Figure 1. Clock nets.
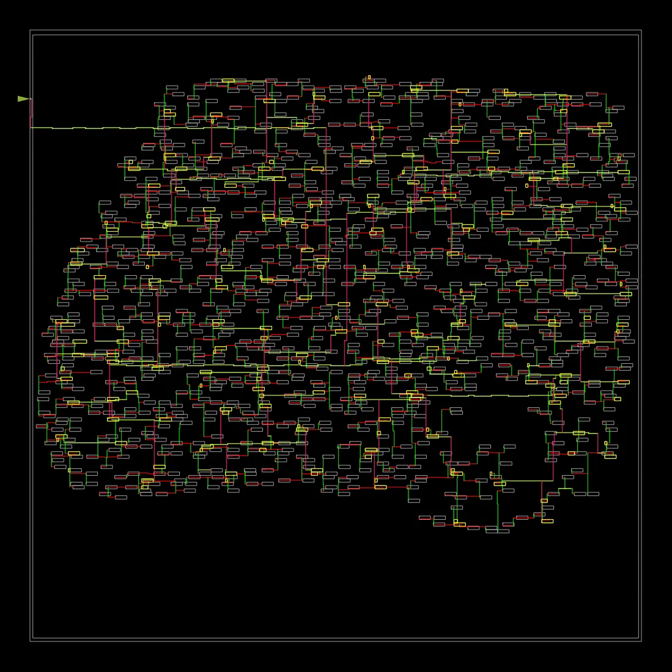
Figure 2. Routed clock nets over the placement.
Bar = 100 microns.
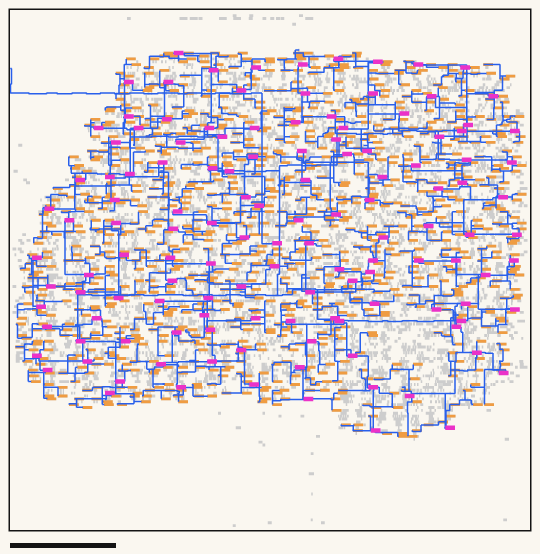
Figure 3. Where the registers sit.
Bar = 100 microns. Other cells in grey.
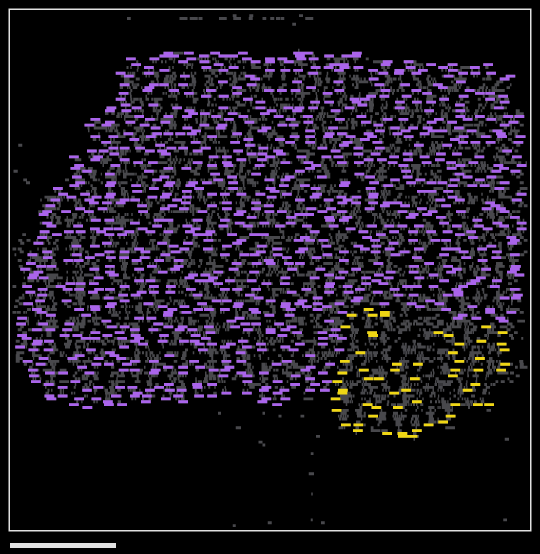
Figure 4. Close-up of the layout.
Region (353, 108) to (383, 138) microns. Cells in grey, sequential cells in the stronger grey; small squares are vias.
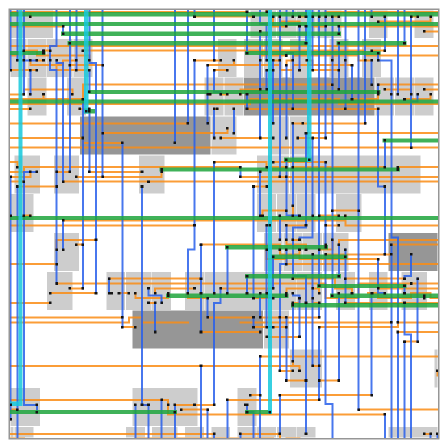
Design wb_regfile_sb, sky130hd; sources not shown.
==> qor.txt <==
Met2 Use GR = 34.2%
Setup CP Type = in -> out
Arr. time, crit path = 28.98 ns
Status = complete, no violations
Non-clk invs = 600
Die Span Y = 491 microns
P_sw = 363 uW
Non-filler cells, final = 10666
Crit path cell chain = buf_4 -> inv_8 -> nor2_1 -> inv_8 -> buf_12 -> o22ai_1 -> a31oi_1 -> nand3_1 -> o21ai_0 -> nand2_1 -> nand3_1 -> nand2_1 -> a31oi_1 -> clkdlybuf4s50_1
Total power = 1110 uW
Cell Count Post-Placement = 10430
Worst reg2reg setup slack = 116.50 ns
MaxCap Viol Count = 0
CTS tree = built
Mean number of vias per cell = 5.57
Yosys Warn Count = 0
Unrepaired setup endpoints after global routing = false
First-pass GRT wire length = 402 mm
Final setup viols = 0
Initial core utilization = 25.2%
Seq Cell Count = 1086
Most common cell in the netlist = nand2_1
Clock Path Buffers = 3
CP max-delay cell = buf_12
OpenROAD warning count = 57
Net count, final = 7473
Met1 WL = 118 mm
Core area = 235000 sq um
FP Rows = 178
H-tree Lvls = 4
XOR Share, Synth = 0%
Worst Hold Class = reg -> reg
Pre-CTS setup slack = 66.47 ns
N_diodes = 5
Die width = 491 microns
Non-clk bufs = 237
Slew HR = 17.4%
Most common library cells after synthesis = 1744 x nand2_1, 1579 x o21ai_0, 1086 x dfrtp_1
Resized cells post-CTS = 0
Post-Synth Simple-Gate Area = 19.2%
Dominant cell area share = 45.9%
Reg clk slew, reported paths = 0.05 ns
Post-Syn Area per Cell = 7.56 sq um
Antenna-violating nets left = 0
Sequential share of the synthesized area = 45.9%
Hold buffer count at CTS = 0
R2R cell count = 14
Final slew viol count = 0
Buf+Inv Stages, Crit Path = 5
Clock-cell share of area = 6.38%
Dominant comb cell = AND-OR/OR-AND gates
Yosys top cell by area = dfrtp_1
Comb pwr = 217 uW
GR Layer Usage met3 = 4.76%
Wire per inst = 25.9 microns
Post-Synthesis Net Count = 7900
Aggregate global routing overflow = 0
Combinational share of power = 19.5%
P_int = 748 uW
Leak pwr = 0.0283 uW
Startpoint types = primary input
P per Cell Area = 16.6 nW/um^2
Synthesized instance count = 7842
Worst Slack Setup Final = 66.31 ns
Post-synth ARST share = 100%
Yosys stat cell total = 7842
## Picture notes: Figure 1
clk sink count: 1086
clkbuf count: 189
CTS buffer count: 130

## Picture notes: Figure 2
magenta -> clock-net drivers  # count 130
orange -> flip-flops  # count 1086
blue -> clock wires  # length 17500 microns
routed clock nets = 131
Skew-Pair Late Insertion Delay: 0.80 ns
clock group power: 411 uW
Clk network pwr share: 37.0%

## Picture notes: Figure 3
purple -> regs  # flops 1024
yellow -> cnt  # flops 62
Reg area: 27200 sq um
Post-Route Utilization: 28.4%

## Picture notes: Figure 4
green -> M3
cyan -> M4
orange -> M1
blue -> M2
most frequent = nand2_1 (17), nor2_1 (9), nor3_1 (8)
sequential cells in the window = 3
cells with their middle in the window = 59

Power figures rest on the tool's default switching activity, not on a simulated workload.
